**Run 1: the clock network**

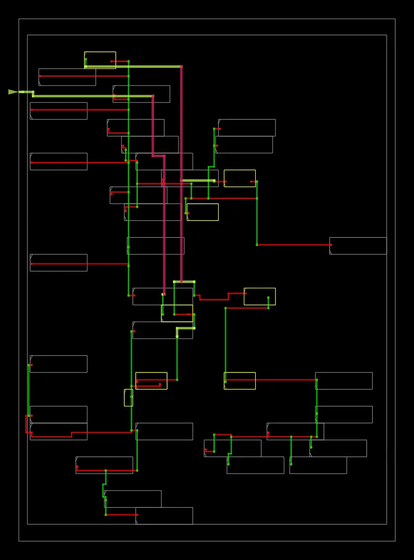
**Run 1: placement by cell class**

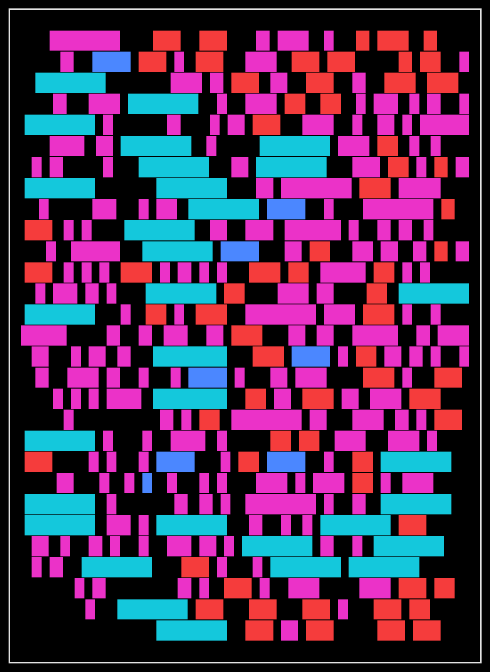
**Run 1: sequential cells grouped by signal name**

Other sequential cells in the stronger grey, the rest of the logic in the fainter grey.
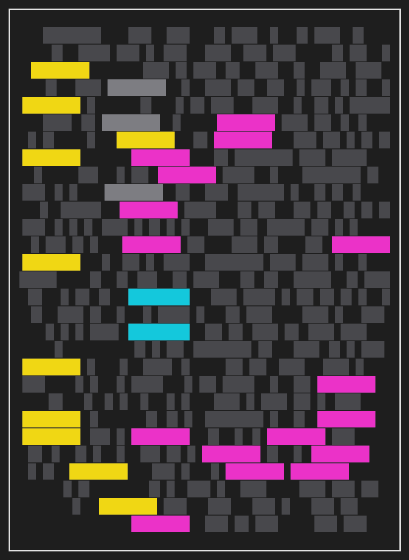
**Run 1: clock wires, drivers and flops**

The bar under the picture is 20 um long.
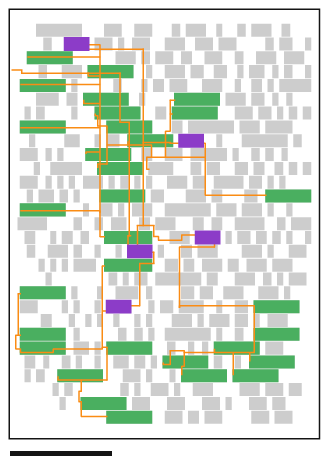
Design bcd4_display_mux, sky130hd; sources not shown.
==> flow_metrics.tcl, run 1 <==
# place-and-route summary
set metrics [dict create \
    syn_inst 227 \
    maximum_number_of_pins_on_one_net_before_global_route_repair 32 \
    status "complete, but fails checks" \
    synthArstFlopShare 1.00 \
    finalWorstPathRequiredPeriod_ps 2900 \
    finish.net_count 327 \
    critPathArrivalTime_ps 2250 \
    die.size.y_um 84.2 \
    synth.most_common_cell "sky130_fd_sc_hd__nand2_1" \
    cts_setup_buffers 8 \
    cts.repair.resized 71 \
    global_route.overflow_total 0 \
    final_min_period_over_clock_period 1.11 \
    initialDrtViolationCount 47 \
    maxCapViolCount 0 \
    synth_warnings 0 \
    cts.htree.levels 2 \
    power_frac_comb 0.204 \
    dp_hpwl_um 3540 \
    xor_area_frac 0.0143 \
    tritoncts "built" \
    drcViolationCount 0 \
    floorplan.initialDensity 0.401 \
    yosys_area_um2 1830 \
    cts.reportedPaths.clkPinSlew_ps 70 \
    route.antenna.remaining_nets 0 \
    avgRoutedWirePerCell_um 17.8 \
    critical_path.max_stage_delay_ps 460 \
    detailroute.via_count 1777 \
    cts.path.max_buffers 2 \
    placed_cells 336 \
    worst_slack_ps -297 \
    cp_slowest_cell "sky130_fd_sc_hd__dfrtp_2" \
    timing.critical_path.buf_inv 5 \
    synthDistinctLibCells 33 \
    worst-endpoint-required_ps 1950 \
    critPathKind "flop to output pin" \
    arithmetic_cell_share_of_the_synthesized_area_counting_full_adders_half_adders_and_majority_gates 0.0614 \
    final_area_um2 2830 \
    top_area_cell "sky130_fd_sc_hd__dfrtp_1" \
    detailedRoute.firstPassIterationCount 6 \
    layout.cells.non_filler 359 \
    largest_register_ffs 16 \
    launching_element_type_of_the_critical_path "flop" \
    cp_top_family "buffers and inverters" \
    detailedPlace.worstSlack_ps -329 \
    antenna_found_initial 0 \
    timing.reg2reg.setup_slack_ps 1000 \
    timing.critical_path.to_type "output pin" \
    enable_flop_cells 0 \
    p_sw_uw 342 \
    pins_over_their_slew_limit 0 \
    seqPwrFrac 0.439 \
    drt-vias-per-instance 4.95 \
    diodes 0 \
    die-area_um2 5110 \
    final_layout_top_logic_cell "sky130_fd_sc_hd__nand2_1" \
    clockRootBuffer "sky130_fd_sc_hd__clkbuf_8" \
    worst_hold_path_type "flop to flop" \
    global_route_wire_length_before_repair_um 8760 \
    setup_viol 7 \
    floorplan.die.width_um 60.7 \
    postSynthRegisterBits 31 \
    synth_area_um2 1830 \
    fin_hold_ws_ps 513 \
    pint_uw 874 \
    ys_cells 227 \
    yosys.area_share.aoi 0.0866 \
    synth.cellmix.simpleShare 0.279 \
    post_dp_cell_area_um2 2350 \
    leakage_nw 1.36 \
    synth-main-ff-cell "sky130_fd_sc_hd__dfrtp_1" \
    peakVddDrop_mv 0.358 \
    timing.fmax_mhz 345 \
    cell_chain_of_the_critical_path "buf_6 > ha_4 > buf_4 > nand2_4 > nand2_2 > o21ai_4 > buf_6 > inv_2 > nand2_1 > nand2_1 > nand2_1 > nand3_1 > buf_2" \
    max_slew_margin 0.730 \
    failed_checks "negative setup slack" \
    final_layout_size_suffix_gt1_frac 0.394 \
    cts_hold_buf 0 \
    critical-path-top-cell-by-count "sky130_fd_sc_hd__nand2_1" \
]
Notes on 'the clock network' above:
Sinks on Clock Net: 31
skew final: 5.94 ps
tally of clock buffers in the finished layout: 8

Notes on 'placement by cell class' above:
legend:
  blue:
    class: clock drivers and dummy loads
    cells: 8
  magenta:
    class: combinational and other logic
    cells: 192
  cyan:
    class: flops
    cells: 31
  red:
    class: other buffers and delay cells
    cells: 66
Final Util: 0.618
fraction of area in registers: 0.275
area of the core: 4570 um^2

Notes on 'sequential cells grouped by signal name' above:
legend:
  cyan:
    netlist_name: `idx_q`
    placed_flops: 2
  yellow:
    netlist_name: `pre_q`
    placed_flops: 10
  magenta:
    netlist_name: `snap_q`
    placed_flops: 16
not coloured: 3
Seq power: 534 uW
area taken by flip-flops and latches: 778 um^2

Notes on 'clock wires, drivers and flops' above:
legend:
  purple:
    item: clock drivers
    count: 5
  green:
    item: flip-flops
    count: 31
  orange:
    item: clock wires
    length: 513 um
flops lie: all over the die
Clk. pwr: 434 uW
clock latency of the later-clocked register in the worst-skew pair: 290 ps
Clk pwr share: 0.357

[run 1: layout make-up]
type	instances	area [um^2]
inverter	36	140
fill	548	1750
tap	62	77.6
clock buffer	8	100
multi-input combinational	156	1140
timing repair buffer	66	594
sequential	31	778
[run 1: power by group through the flow]
stage | sequential [mW] | combinational (mW) | clock (mW)
after floorplan | 0.528 | 0.0937 | 0
after global placement | 0.533 | 0.193 | 0
after detailed placement | 0.534 | 0.196 | 0
after CTS | 0.528 | 0.208 | 0.438
after global routing | 0.535 | 0.269 | 0.455
final | 0.534 | 0.249 | 0.434
[run 1: metal layers]
layer / track usage / wire length [um] / vias up
li1: - / - / 853
met1: 0.236 / 2300 / 877
met2: 0.452 / 3720 / 32
met3: 0.0401 / 126 / 15
met4: 0.110 / 266 / 0
met5: 0 / 0 / -
==> inputs of run 2 (changes only) <==
--- a/config.mk
+++ b/config.mk
@@ -11,6 +11,7 @@
 export CORE_ASPECT_RATIO = 1.4
 export CORE_MARGIN = 1
 export CORE_UTILIZATION = 38
+export CTS_CLUSTER_DIAMETER = 200
 export DETAILED_ROUTE_END_ITERATION = 16
 export PLACE_DENSITY_LB_ADDON = 0.08
 export SLEW_MARGIN = 20
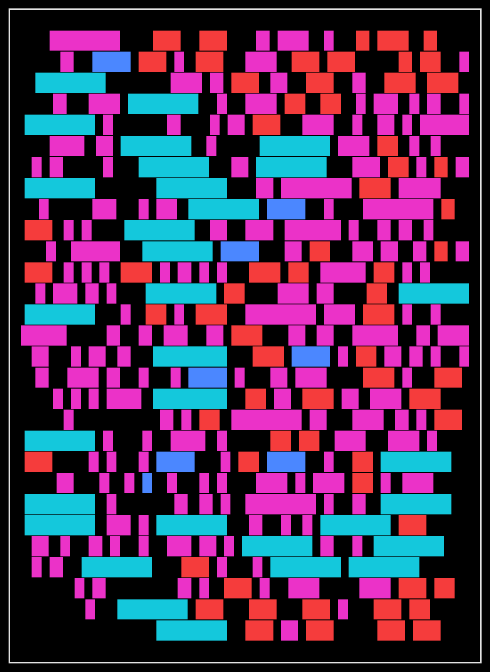
**Above:** run 2 (placement by cell class).
legend:
  red:
    class: other buffers and delay cells
    cells: 66
  magenta:
    class: combinational and other logic
    cells: 192
  blue:
    class: clock drivers and dummy loads
    cells: 8
  cyan:
    class: flops
    cells: 31
Row Count: 29
post-route cell area: 2830 um^2

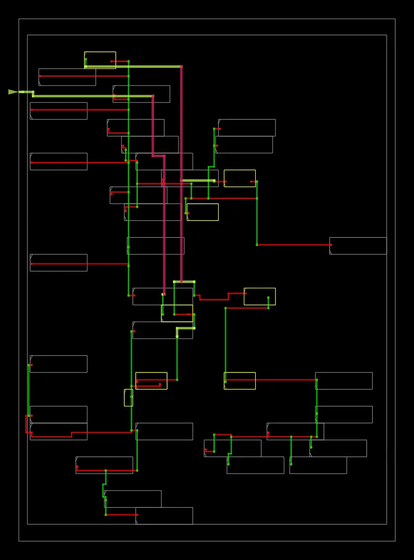
**Above:** run 2 (the clock network).
number of buffers added by the clock tree synthesis step: 5
FFs & Latches: 31

==> run 2 against run 1 <==
Net effect: the flow still finishes with violations (negative setup slack); power unchanged; via count stayed put; critical path type unchanged; final cell count did not move.
==> flow_metrics.tcl, run 2 <==
# place-and-route summary
set metrics [dict create \
    status "complete, but fails checks" \
    failed_checks "negative setup slack" \
    power_frac_comb 0.204 \
    global_route.overflow_total 0 \
    globalRoute.busiestLayer "met2" \
    antenna_found_initial 0 \
    cp_slowest_cell "sky130_fd_sc_hd__dfrtp_2" \
    critPathKind "flop to output pin" \
    placed_cells 336 \
    critical-path-top-cell-by-count "sky130_fd_sc_hd__nand2_1" \
    postSynthRegisterBits 31 \
    cts_hold_buf 0 \
    cts.reportedPaths.clkPinSlew_ps 70 \
    worst_slack_ps -297 \
    synth.cellmix.simpleShare 0.279 \
    setup_viol 7 \
    cts.path.max_buffers 2 \
    met1_length_um 2300 \
    tritoncts "built" \
    global_route.usage.met2 0.452 \
    grt.met1_usage 0.236 \
    maxCapViolCount 0 \
    timing.critical_path.buf_inv 5 \
    final_layout_size_suffix_gt1_frac 0.394 \
    cp_top_family "buffers and inverters" \
    critPathArrivalTime_ps 2250 \
    clock-sinks 31 \
    layout.cells.non_filler 359 \
    pint_uw 874 \
    launching_element_type_of_the_critical_path "flop" \
    timing.clock.skew_ps 5.94 \
    leakage_nw 1.36 \
    seqPwrFrac 0.439 \
    peakVddDrop_mv 0.358 \
    drt-vias-per-instance 4.95 \
    p_sw_uw 342 \
    pins_over_their_slew_limit 0 \
    die.size.y_um 84.2 \
    arithmetic_cell_share_of_the_synthesized_area_counting_full_adders_half_adders_and_majority_gates 0.0614 \
    core-area_um2 4570 \
    syn_inst 227 \
    avgRoutedWirePerCell_um 17.8 \
    top_area_cell "sky130_fd_sc_hd__dfrtp_1" \
    timing.fmax_mhz 345 \
]
[run 2: final cells by class]
type                    count  area, um^2
clock buffers               8         100
fillers                   548        1750
inverters                  36         140
multi-input cells         156        1140
flip-flops and latches     31         778
well taps                  62        77.6
repair buffers             66         594
[run 2: what timing repair did]
item | in CTS | in global routing
buffers inserted | 8 | 7
resized | 71 | 35
pin swaps | 18 | 10
cloned | 0 | 0
setup endpoints to repair | 7 | 8
[run 2: power groups by stage]
stage | sequential, mW | clock, mW | combinational (mW)
final | 0.534 | 0.434 | 0.249
after global routing | 0.535 | 0.455 | 0.269
after CTS | 0.528 | 0.438 | 0.208
after detailed placement | 0.534 | 0 | 0.196
after global placement | 0.533 | 0 | 0.193
after floorplan | 0.528 | 0 | 0.0937
Power and IR drop assume default switching activity.
